[src/rtl/ikaopll_output_accumulator_if.sv]
// Bus between the IKAOPLL timing generator side and the output accumulator.
// o_SAMPLE_VALID is a one-clock strobe with no ready: the consumer must capture o_MELODY/o_RHYTHM/o_MIX while it is high.
interface ikaopll_output_accumulator_if #(
    parameter int OUT_WIDTH = 16
);
    logic                        i_phi1_NCEN_n;
    logic                        i_DAC_EN;
    logic                        i_MO_CTRL;
    logic                        i_RO_CTRL;
    logic                        i_CYCLE_00;
    logic [8:0]                  i_OP_VALUE;
    logic                        i_ERR_CLR;
    logic signed [12:0]          o_MELODY;
    logic signed [12:0]          o_RHYTHM;
    logic signed [OUT_WIDTH-1:0] o_MIX;
    logic                        o_SAMPLE_VALID;
    logic                        o_LOCKED;
    logic                        o_FRAME_ERR;
    logic [1:0]                  o_STATE;

    modport master (
        output i_phi1_NCEN_n, i_DAC_EN, i_MO_CTRL, i_RO_CTRL, i_CYCLE_00, i_OP_VALUE, i_ERR_CLR,
        input  o_MELODY, o_RHYTHM, o_MIX, o_SAMPLE_VALID, o_LOCKED, o_FRAME_ERR, o_STATE
    );

    modport slave (
        input  i_phi1_NCEN_n, i_DAC_EN, i_MO_CTRL, i_RO_CTRL, i_CYCLE_00, i_OP_VALUE, i_ERR_CLR,
        output o_MELODY, o_RHYTHM, o_MIX, o_SAMPLE_VALID, o_LOCKED, o_FRAME_ERR, o_STATE
    );
endinterface

[src/rtl/ikaopll_output_accumulator.sv]
// Sums per-slot operator outputs of an 18-step frame into melody/rhythm accumulators and
// publishes signed samples at each frame boundary, while tracking frame lock and framing errors.
module ikaopll_output_accumulator #(
    parameter int OUT_WIDTH         = 16,
    parameter int RHYTHM_GAIN_SHIFT = 1
) (
    input  logic                          i_EMUCLK,
    input  logic                          i_RST,
    ikaopll_output_accumulator_if.slave   bus
);
    localparam logic [1:0] ST_IDLE = 2'd0;
    localparam logic [1:0] ST_ACQ  = 2'd1;
    localparam logic [1:0] ST_RUN  = 2'd2;

    localparam logic [4:0] LAST_STEP = 5'd17;
    localparam logic [4:0] CNT_MAX   = 5'd31;

    logic [1:0]               state_q, state_d;
    logic [4:0]               cnt_q, cnt_d;
    logic signed [12:0]       mel_acc_q, mel_acc_d;
    logic signed [12:0]       rhy_acc_q, rhy_acc_d;
    logic signed [12:0]       melody_q, melody_d;
    logic signed [12:0]       rhythm_q, rhythm_d;
    logic signed [OUT_WIDTH-1:0] mix_q, mix_d;
    logic                     valid_q, valid_d;
    logic                     err_q, err_d;

    logic                     step;
    logic                     publish;
    logic                     err_event;
    logic signed [12:0]       mag13;
    logic signed [12:0]       contrib;
    logic signed [12:0]       rhy_contrib;
    logic signed [12:0]       mel_add;
    logic signed [12:0]       rhy_add;
    logic signed [13:0]       mix_sum;
    logic signed [OUT_WIDTH-1:0] mix_next;

    assign step = ~bus.i_phi1_NCEN_n;

    // 14-bit sum cannot overflow; clip to the 13-bit range whenever the top two bits disagree.
    function automatic logic signed [12:0] sat_add13(input logic signed [12:0] a,
                                                     input logic signed [12:0] b);
        logic signed [13:0] s;
        s = {a[12], a} + {b[12], b};
        if (s[13] != s[12])
            sat_add13 = s[13] ? 13'sh1000 : 13'sh0FFF;
        else
            sat_add13 = s[12:0];
    endfunction

    always_comb begin
        mag13   = {5'b00000, bus.i_OP_VALUE[7:0]};
        contrib = 13'sd0;
        if (bus.i_DAC_EN)
            contrib = bus.i_OP_VALUE[8] ? -mag13 : mag13;
        rhy_contrib = contrib <<< RHYTHM_GAIN_SHIFT;
        mel_add     = bus.i_MO_CTRL ? contrib : 13'sd0;
        rhy_add     = bus.i_RO_CTRL ? rhy_contrib : 13'sd0;
    end

    always_comb begin
        state_d   = state_q;
        cnt_d     = cnt_q;
        mel_acc_d = mel_acc_q;
        rhy_acc_d = rhy_acc_q;
        publish   = 1'b0;
        err_event = 1'b0;
        if (step) begin
            case (state_q)
                ST_IDLE: begin
                    if (bus.i_CYCLE_00) begin
                        mel_acc_d = mel_add;
                        rhy_acc_d = rhy_add;
                        cnt_d     = 5'd0;
                        state_d   = ST_ACQ;
                    end
                end
                ST_ACQ, ST_RUN: begin
                    if (bus.i_CYCLE_00) begin
                        if (cnt_q == LAST_STEP) begin
                            publish = 1'b1;
                            state_d = ST_RUN;
                        end else begin
                            err_event = 1'b1;
                            state_d   = ST_ACQ;
                        end
                        // The boundary step's own contribution opens the next frame.
                        mel_acc_d = mel_add;
                        rhy_acc_d = rhy_add;
                        cnt_d     = 5'd0;
                    end else begin
                        mel_acc_d = sat_add13(mel_acc_q, mel_add);
                        rhy_acc_d = sat_add13(rhy_acc_q, rhy_add);
                        cnt_d     = (cnt_q == CNT_MAX) ? CNT_MAX : cnt_q + 5'd1;
                    end
                end
                default: begin
                    state_d   = ST_IDLE;
                    mel_acc_d = 13'sd0;
                    rhy_acc_d = 13'sd0;
                    cnt_d     = 5'd0;
                end
            endcase
        end
    end

    assign mix_sum = {mel_acc_q[12], mel_acc_q} + {rhy_acc_q[12], rhy_acc_q};

    generate
        if (OUT_WIDTH >= 14) begin : g_mix_ext
            assign mix_next = OUT_WIDTH'(mix_sum);
        end else begin : g_mix_sat
            localparam logic signed [13:0] SAT_MAX = 14'((1 << (OUT_WIDTH - 1)) - 1);
            localparam logic signed [13:0] SAT_MIN = -SAT_MAX;
            always_comb begin
                if (mix_sum > SAT_MAX)
                    mix_next = SAT_MAX[OUT_WIDTH-1:0];
                else if (mix_sum < SAT_MIN)
                    mix_next = SAT_MIN[OUT_WIDTH-1:0];
                else
                    mix_next = mix_sum[OUT_WIDTH-1:0];
            end
        end
    endgenerate

    always_comb begin
        melody_d = melody_q;
        rhythm_d = rhythm_q;
        mix_d    = mix_q;
        if (publish) begin
            melody_d = mel_acc_q;
            rhythm_d = rhy_acc_q;
            mix_d    = mix_next;
        end
        valid_d = publish;
        // A new framing error outranks a simultaneous clear.
        if (err_event)
            err_d = 1'b1;
        else if (bus.i_ERR_CLR)
            err_d = 1'b0;
        else
            err_d = err_q;
    end

    always_ff @(posedge i_EMUCLK or posedge i_RST) begin
        if (i_RST) begin
            state_q   <= ST_IDLE;
            cnt_q     <= 5'd0;
            mel_acc_q <= 13'sd0;
            rhy_acc_q <= 13'sd0;
            melody_q  <= 13'sd0;
            rhythm_q  <= 13'sd0;
            mix_q     <= '0;
            valid_q   <= 1'b0;
            err_q     <= 1'b0;
        end else begin
            state_q   <= state_d;
            cnt_q     <= cnt_d;
            mel_acc_q <= mel_acc_d;
            rhy_acc_q <= rhy_acc_d;
            melody_q  <= melody_d;
            rhythm_q  <= rhythm_d;
            mix_q     <= mix_d;
            valid_q   <= valid_d;
            err_q     <= err_d;
        end
    end

    assign bus.o_MELODY       = melody_q;
    assign bus.o_RHYTHM       = rhythm_q;
    assign bus.o_MIX          = mix_q;
    assign bus.o_SAMPLE_VALID = valid_q;
    assign bus.o_LOCKED       = (state_q == ST_RUN);
    assign bus.o_FRAME_ERR    = err_q;
    assign bus.o_STATE        = state_q;
endmodule

[src/flat_wrapper.sv]
// flat-port wrapper written by rule: the top's interface ports become plain ports
module ikaopll_output_accumulator_flat 
#(
    parameter int OUT_WIDTH         = 16,
    parameter int RHYTHM_GAIN_SHIFT = 1
)
  (i_EMUCLK, i_RST, bus_i_phi1_NCEN_n, bus_i_DAC_EN, bus_i_MO_CTRL, bus_i_RO_CTRL, bus_i_CYCLE_00, bus_i_OP_VALUE, bus_i_ERR_CLR, bus_o_MELODY, bus_o_RHYTHM, bus_o_MIX, bus_o_SAMPLE_VALID, bus_o_LOCKED, bus_o_FRAME_ERR, bus_o_STATE);
  ikaopll_output_accumulator_if #(.OUT_WIDTH(OUT_WIDTH)) bus_i ();
  input  logic i_EMUCLK;
  input  logic i_RST;
  input wire logic [$bits(bus_i.i_phi1_NCEN_n)-1:0] bus_i_phi1_NCEN_n;
  input wire logic [$bits(bus_i.i_DAC_EN)-1:0] bus_i_DAC_EN;
  input wire logic [$bits(bus_i.i_MO_CTRL)-1:0] bus_i_MO_CTRL;
  input wire logic [$bits(bus_i.i_RO_CTRL)-1:0] bus_i_RO_CTRL;
  input wire logic [$bits(bus_i.i_CYCLE_00)-1:0] bus_i_CYCLE_00;
  input wire logic [$bits(bus_i.i_OP_VALUE)-1:0] bus_i_OP_VALUE;
  input wire logic [$bits(bus_i.i_ERR_CLR)-1:0] bus_i_ERR_CLR;
  output wire logic [$bits(bus_i.o_MELODY)-1:0] bus_o_MELODY;
  output wire logic [$bits(bus_i.o_RHYTHM)-1:0] bus_o_RHYTHM;
  output wire logic [$bits(bus_i.o_MIX)-1:0] bus_o_MIX;
  output wire logic [$bits(bus_i.o_SAMPLE_VALID)-1:0] bus_o_SAMPLE_VALID;
  output wire logic [$bits(bus_i.o_LOCKED)-1:0] bus_o_LOCKED;
  output wire logic [$bits(bus_i.o_FRAME_ERR)-1:0] bus_o_FRAME_ERR;
  output wire logic [$bits(bus_i.o_STATE)-1:0] bus_o_STATE;
  assign bus_i.i_phi1_NCEN_n = bus_i_phi1_NCEN_n;
  assign bus_i.i_DAC_EN = bus_i_DAC_EN;
  assign bus_i.i_MO_CTRL = bus_i_MO_CTRL;
  assign bus_i.i_RO_CTRL = bus_i_RO_CTRL;
  assign bus_i.i_CYCLE_00 = bus_i_CYCLE_00;
  assign bus_i.i_OP_VALUE = bus_i_OP_VALUE;
  assign bus_i.i_ERR_CLR = bus_i_ERR_CLR;
  assign bus_o_MELODY = bus_i.o_MELODY;
  assign bus_o_RHYTHM = bus_i.o_RHYTHM;
  assign bus_o_MIX = bus_i.o_MIX;
  assign bus_o_SAMPLE_VALID = bus_i.o_SAMPLE_VALID;
  assign bus_o_LOCKED = bus_i.o_LOCKED;
  assign bus_o_FRAME_ERR = bus_i.o_FRAME_ERR;
  assign bus_o_STATE = bus_i.o_STATE;
  ikaopll_output_accumulator #(.OUT_WIDTH(OUT_WIDTH), .RHYTHM_GAIN_SHIFT(RHYTHM_GAIN_SHIFT)) u_core (.i_EMUCLK(i_EMUCLK), .i_RST(i_RST), .bus(bus_i));
endmodule
[config.mk]
export PLATFORM = sky130hd
export DESIGN_NAME = ikaopll_output_accumulator_flat
export DESIGN_NICKNAME = d
export VERILOG_FILES = /design/src/rtl/ikaopll_output_accumulator_if.sv /design/src/rtl/ikaopll_output_accumulator.sv /design/src/flat_wrapper.sv
export SDC_FILE = /design/constraint.sdc
export NUM_CORES = 1
export LEC_CHECK = 0
export CAP_MARGIN = 10
export CORE_UTILIZATION = 48
export DETAILED_ROUTE_END_ITERATION = 16
export HOLD_SLACK_MARGIN = 0.05
export PLACE_DENSITY = 0.73
export SYNTH_ARGS = -nofsm -noshare
export SYNTH_HDL_FRONTEND = slang
export SYNTH_SLANG_ARGS = --single-unit
[constraint.sdc]
create_clock -name i_EMUCLK -period 3.9 [get_ports i_EMUCLK]
set_clock_uncertainty 0.15 [all_clocks]
set_input_delay 0.585 -clock i_EMUCLK [delete_from_list [all_inputs] [get_ports i_EMUCLK]]
set_output_delay 0.585 -clock i_EMUCLK [all_outputs]
set_load 0.02 [all_outputs]
Figure 1. Wiring heat map (run 1).
The die is cut into 21 by 21 equal tiles; dark blue is low, red is high, scaled to the fullest tile. Values are wire area over tile area, all layers added.
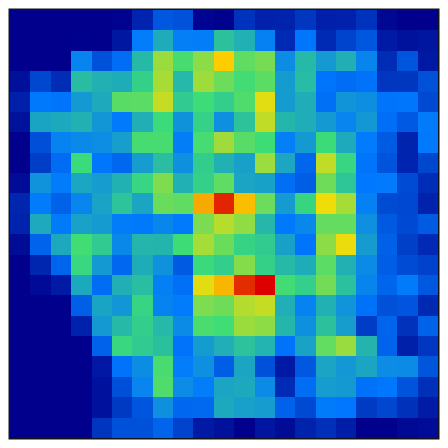
tiles over half the peak	15%
nearly empty tiles	12%
densest ninth of the die	centre
emptiest ninth of the die	lower left

Figure 2. Cell outlines without signal wires (run 1).
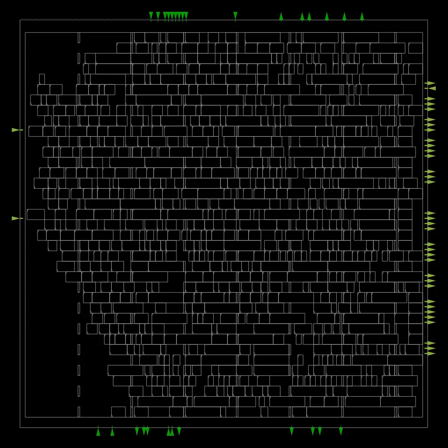
Row Count: 37
final core utilization: 71.51%
Seq cells: 75
Finished Layout Cells: 938
core area: 10,460 µm²

==> results.yml, run 1 <==
# flow metrics
synth:
  top_area_cell: "dfrtp_1"
  xor_share_pct: 4.167
  logic_family: "simple AND/OR/NAND/NOR gates"
  adder_share_pct: 11.86
  ys_sh_simple_pct: 22.57
  edf_count: 0
  async_reset_ff_share_pct: 100.0
  ys.flops: 75
cts:
  htreeDepth: 3
  clockBufferDepth: 2
  post_cts.repair.setup_buffers: 11
  ctsHoldBuffers: 0
die:
  nWellTaps: 136
  die_height_um: 106.6
  fp_util_pct: 50.23
timing:
  setup_viol: 13
  worst_slack_ns: -0.2130
  period_used_pct: 105.5
route:
  wl_met1_mm: 6.777
  vias: 5499
  drc: 0
global_route:
  grtUsageMet3_pct: 4.377
  met2_usage_pct: 49.59
  grt_pass1_vias: 5321
  grt_pass1_wl_mm: 25.65
  antenna_found_initial: 0
pwr:
  total_power_uw: 3710
  p_int_uw: 2167
  seq_power_share_pct: 30.0
worst_setup_path:
  cp_common_cell: "buf_6"
  path_class: "in2reg"
  crit_family: "AND-OR/OR-AND gates"
  path_cells: "buf_6, or4_4, buf_4, o21ai_4, xnor2_2, and2_4, and2_1, ha_2, or3_4, buf_6, o2111ai_4, a31oi_4, o21a_1, ha_4, buf_6, nor2_2, o211ai_1, o211ai_1, a22o_1"
  worstPathArrival_ns: 4.22
  critPathMaxStageDelay_ns: 0.53
final_layout:
  nonClkBufAreaFrac_pct: 20.77
  final_common_cell: "nand2_1"
  seq_area_share_pct: 25.08
  largest_class: "logic gates"
  comb_area_share_pct: 47.54
  nonClockInverterCount: 29
  nets: 862
min_path:
  min_path_type: "reg2reg"
place:
  port_buffers: 63
  hpwl_mm: 11.56
outcome:
  violations: "negative setup slack"
  outcome: "complete, but fails checks"
Figure 3. Sizing map (run 1).
Scale bar: 20 µm.
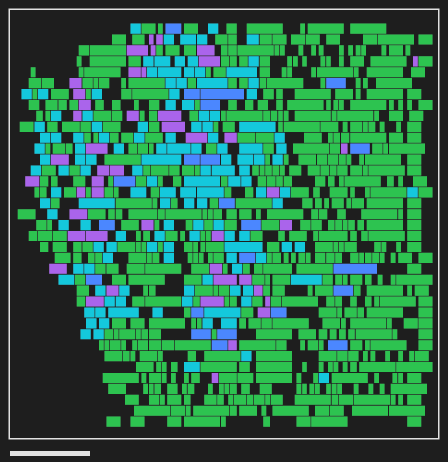
colour	size	cells
purple	x2	46
cyan	x3 and x4	138
green	x1 and smaller	596
blue	x6 and larger	22
Buffers excl. clock: 182
Final Instance Area: 7482 µm²
final worst slack: -0.2130 ns
synth-to-layout area growth: 42.38%

run 1: sequential cells by signal, summed over array words and instances, names as in the netlist:
| register | flops |
|---|---|
| u_core.bus.o_STATE | 2 |
| u_core.bus.o_MIX | 14 |
| u_core.mel_acc_q | 13 |
| u_core.cnt_q | 5 |
| u_core.bus.o_FRAME_ERR | 1 |
| u_core.bus.o_SAMPLE_VALID | 1 |
| u_core.rhy_acc_q | 13 |
| u_core.bus.o_RHYTHM | 13 |
| u_core.bus.o_MELODY | 13 |
run 1: worst max-delay path by stage:
stage                 startpoint                    to  slack, ns  cells after the start
2_1_floorplan  bus_i_OP_VALUE[4]   u_core.mel_acc_q[9]      -0.28                     14
3_3_place_gp   bus_i_OP_VALUE[4]  u_core.mel_acc_q[10]      -0.79                     14
3_5_place_dp   bus_i_OP_VALUE[4]  u_core.mel_acc_q[10]      -0.86                     14
4_1_cts        bus_i_OP_VALUE[4]  u_core.mel_acc_q[10]      -0.21                     14
5_1_grt        bus_i_OP_VALUE[4]   u_core.rhy_acc_q[9]      -0.30                     21
6_report       bus_i_OP_VALUE[4]   u_core.rhy_acc_q[9]      -0.21                     19
run 1: synth_stat cells (all sizes together), types with 4 or more instances:
cell type / instances
xnor2: 17
o21ai: 53
nand2b: 11
o31ai: 7
a211oi: 10
nor2b: 5
o21a: 7
or3: 8
a21oi: 20
inv: 28
nand2: 127
a22o: 7
and3: 4
a22oi: 12
clkbuf: 15
xor2: 8
a31oi: 4
ha: 45
nand3: 13
o211ai: 7
a21o: 9
nor2: 40
dfrtp: 75
and2: 21
nor3: 15
buf: 6
==> inputs of run 2 (changes only) <==
Clock period 3.9 ns to 5.2 ns, I/O delays scaled along.
Figure 4. Clock wires, drivers and flops (run 2).
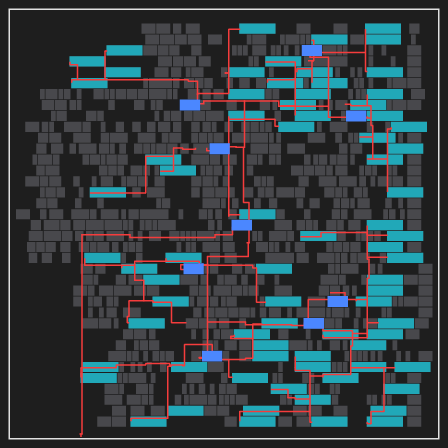
[blue] clock-net drivers | count: 9
[cyan] flip-flops | count: 75
[red] clock wires | length: 995 µm
flops lie	widely spread
routed clock nets	10

Figure 5. Cell outlines without signal wires (run 2).
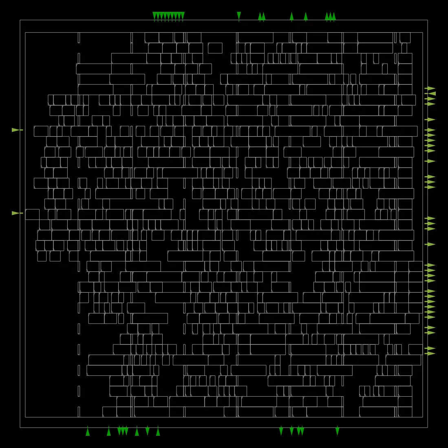
Fillers: 945
Seq/total area: 29.50%
n_taps: 136
Finished Layout Cells: 844

Figure 6. Sequential cells grouped by signal name (run 2).
Scale bar: 20 µm.
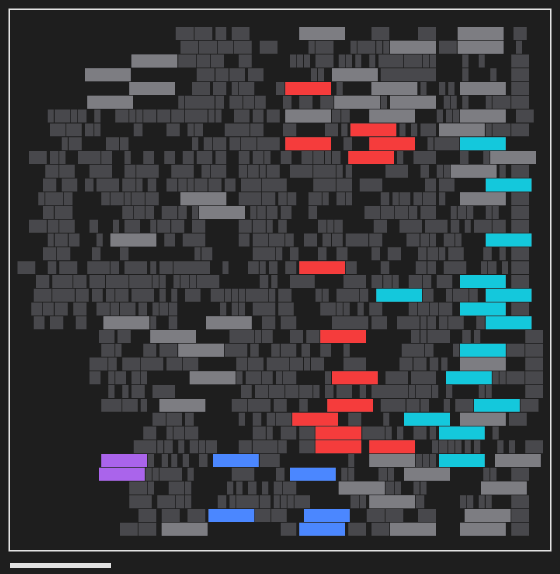
colour	signal	sequential cells
red	`u_core.rhy_acc_q`	13
cyan	`u_core.bus.o_MIX`	14
blue	`u_core.cnt_q`	5
purple	`u_core.bus.o_STATE`	2
not coloured	41
final core utilization: 60.80%
FF/Latch Area: 1877 µm²
Seq. pwr: 832 µW

==> run 2 against run 1 <==
Effect of this change:
- the flow now finishes without violations
- register-to-register slack improved by 1.1 ns
- power decreased by 35%
- largest cell class unchanged
- clock-buffer cell count decreased by 1
- critical path depth decreased by 5
- first-iteration DRC count decreased by 20%
- cell count decreased by 10%
- critical endpoint is now u_core.mel_acc_q[10]
- die size unchanged
==> results.yml, run 2 <==
# flow metrics
die:
  ios: 64
  die_height_um: 106.6
  rows: 37
  fp_util_pct: 50.23
  chipArea_um2: 11370
  die_x_um: 106.6
  core_area_um2: 10460
synth:
  yosys-top-cells-area: "dfrtp_1 36%, ha_1 11%, nand2_1 9.1%, o21ai_0 4.8%, nor2_1 2.9%"
  synthTopCellsByCount: "127 x nand2_1, 75 x dfrtp_1, 50 x o21ai_0"
  syn_area_per_cell_um2: 8.408
  top_area_cell: "dfrtp_1"
  synth-area-yosys_um2: 5255
  ys.flop_type: "dfrtp_1"
  most_common_cell: "nand2_1"
  top_cell_area_share_pct: 35.71
  synth_cell_type_count: 62
  postSynthCellCount: 625
  syn_nets: 690
  syn_area_um2: 5255
  yosys_warnings: 0
  ys.flops: 75
  async_reset_ff_share_pct: 100.0
  yosysSeqAreaShare_pct: 35.71
  edf_count: 0
global_route:
  grt_max_degree: 76
  grt_pass1_wl_mm: 23.75
  grtUsageTotal_pct: 26.78
  overflow: 0
  antenna_found_initial: 0
  grt_pass1_vias: 4896
timing:
  worst_pin_slew_ns: 0.9868
  period_used_pct: 95.71
  rsz0062_at_grt: "false"
  fin_tns_setup_ns: 0
  setup_viol: 0
  worst_slack_ns: 0.2230
  whs_ns: 0.3271
  max_slew_margin_pct: 34.22
  slew_violations: 0
final_layout:
  final_common_cell: "nand2_1"
  nets: 768
  synthToLayoutAreaGrowth_pct: 21.05
  fin_area_um2: 6361
  num_antenna_cells: 0
  largest_register_ffs: 14
  drive_gt1_share_pct: 7.062
  lay_top_cells: "127 x nand2_1, 75 x dfrtp_1, 63 x clkdlybuf4s50_1"
cts:
  clockBufferDepth: 2
  cts-root-buf: "clkbuf_8"
  clkSinkCount: 75
  clock_latency_ns: 0.37
  post_cts.repair.setup_buffers: 0
  htreeDepth: 3
  clk_pin_slew_worst_paths_ns: 0.09
  cts-buffers-inserted: 9
  cts_tree: "done"
worst_setup_path:
  path_class: "in2reg"
  critPathMaxStageDelay_ns: 0.60
  start_kind: "input port"
  worstPathArrival_ns: 5.08
  slowest_stage: "or4_1"
  critPathCaptureType: "register"
  path_cells: "clkdlybuf4s50_1, or4_1, or4_1, nand2_1, xnor2_1, and3_1, ha_1, or2_1, a311o_1, o211ai_2, a31oi_2, a31o_1, or4_1, a221o_1"
  crit_required_ns: 5.31
  rr_worst_depth: 10
  cp_common_cell: "or4_1"
place:
  port_buffers: 63
  placed_cells: 828
  hpwl_mm: 10.76
  post-place-ws_ns: -0.08733
  placed_area_um2: 6155
  place.gp.congestion: 0.8972
route:
  wl_met3_um: 655
  drt_pre_antenna_iters: 5
  first_iter_violations: 297
  post_drt_wl_per_cell_um: 16.74
  ant_nets: 0
  drc: 0
  wl_met1_mm: 6.265
  wl_mm: 14.13
  met2_length_mm: 6.882
  vias: 4924
outcome:
  outcome: "finished, final reports clean"
job:
  tool_warnings: 29
  cap_viol_max_count: 0
pwr:
  total_power_uw: 2397
  powerDensity_nw_per_um2: 376.8
  leakage_uw: 0.003063
min_path:
  worst_hold_path.num_cells: 2
  min_path_type: "reg2reg"
run 2: worst paths after layout:
check,from,endpoint,slack (ns)
min in group asynchronous,i_RST,u_core.bus.o_RHYTHM[7],0.88
setup reg to reg,u_core.mel_acc_q[0],u_core.mel_acc_q[10],1.79
max in group asynchronous,i_RST,u_core.rhy_acc_q[4],3.36
hold reg to reg,u_core.bus.o_RHYTHM[6],u_core.bus.o_RHYTHM[6],0.33
hold / removal,u_core.bus.o_RHYTHM[6],u_core.bus.o_RHYTHM[6],0.33
setup / recovery,bus_i_OP_VALUE[2],u_core.mel_acc_q[10],0.22
run 2: layer usage:
layer	vias to the layer above	global-route usage [%]
met3	33	4.438
met2	162	45.30
met4	0	9.980
met1	2347	34.37
met5	-	0
li1	2382	-
run 2: kinds of logic after synthesis:
family	after synthesis	share of synthesized area, %
XOR/XNOR	25	4.167
AND-OR/OR-AND	166	21.55
multiplexers	2	0.3810
buffers and inverters	50	3.762
flip-flops	75	35.71
adder cells (fa/ha/maj)	48	11.86
AND/OR/NAND/NOR	259	22.57
run 2: report_power, final:
group | internal (µW) | switching, µW
combinational | 472 | 614
clock | 230 | 250
sequential | 671 | 161
run 2: worst max-delay path, delay by kind of cell:
kind	cells	cell delay [ns]
compound gates	5	1.18
buf+inv	1	0.45
xor+xnor	1	0.18
fa+ha+maj	1	0.29
simple gates	6	2.22
run 2: what timing repair did:
item | in CTS | in global routing
setup endpoints to repair | 0 | 1
hold buffers | 0 | 0
resized | 0 | 1
run 2: area by class of cell:
type,instances,area (µm²),area share (%)
Multi-Input combinational cell,500,3181,50.00
Sequential cell,75,1877,29.50
Timing Repair Buffer,88,818.3,12.86
Tap cell,136,170.2,2.675
Clock buffer,9,123.9,1.947
Inverter,29,108.9,1.711
Clock inverter,7,82.58,1.298
Power is estimated from default activity; no workload was simulated.
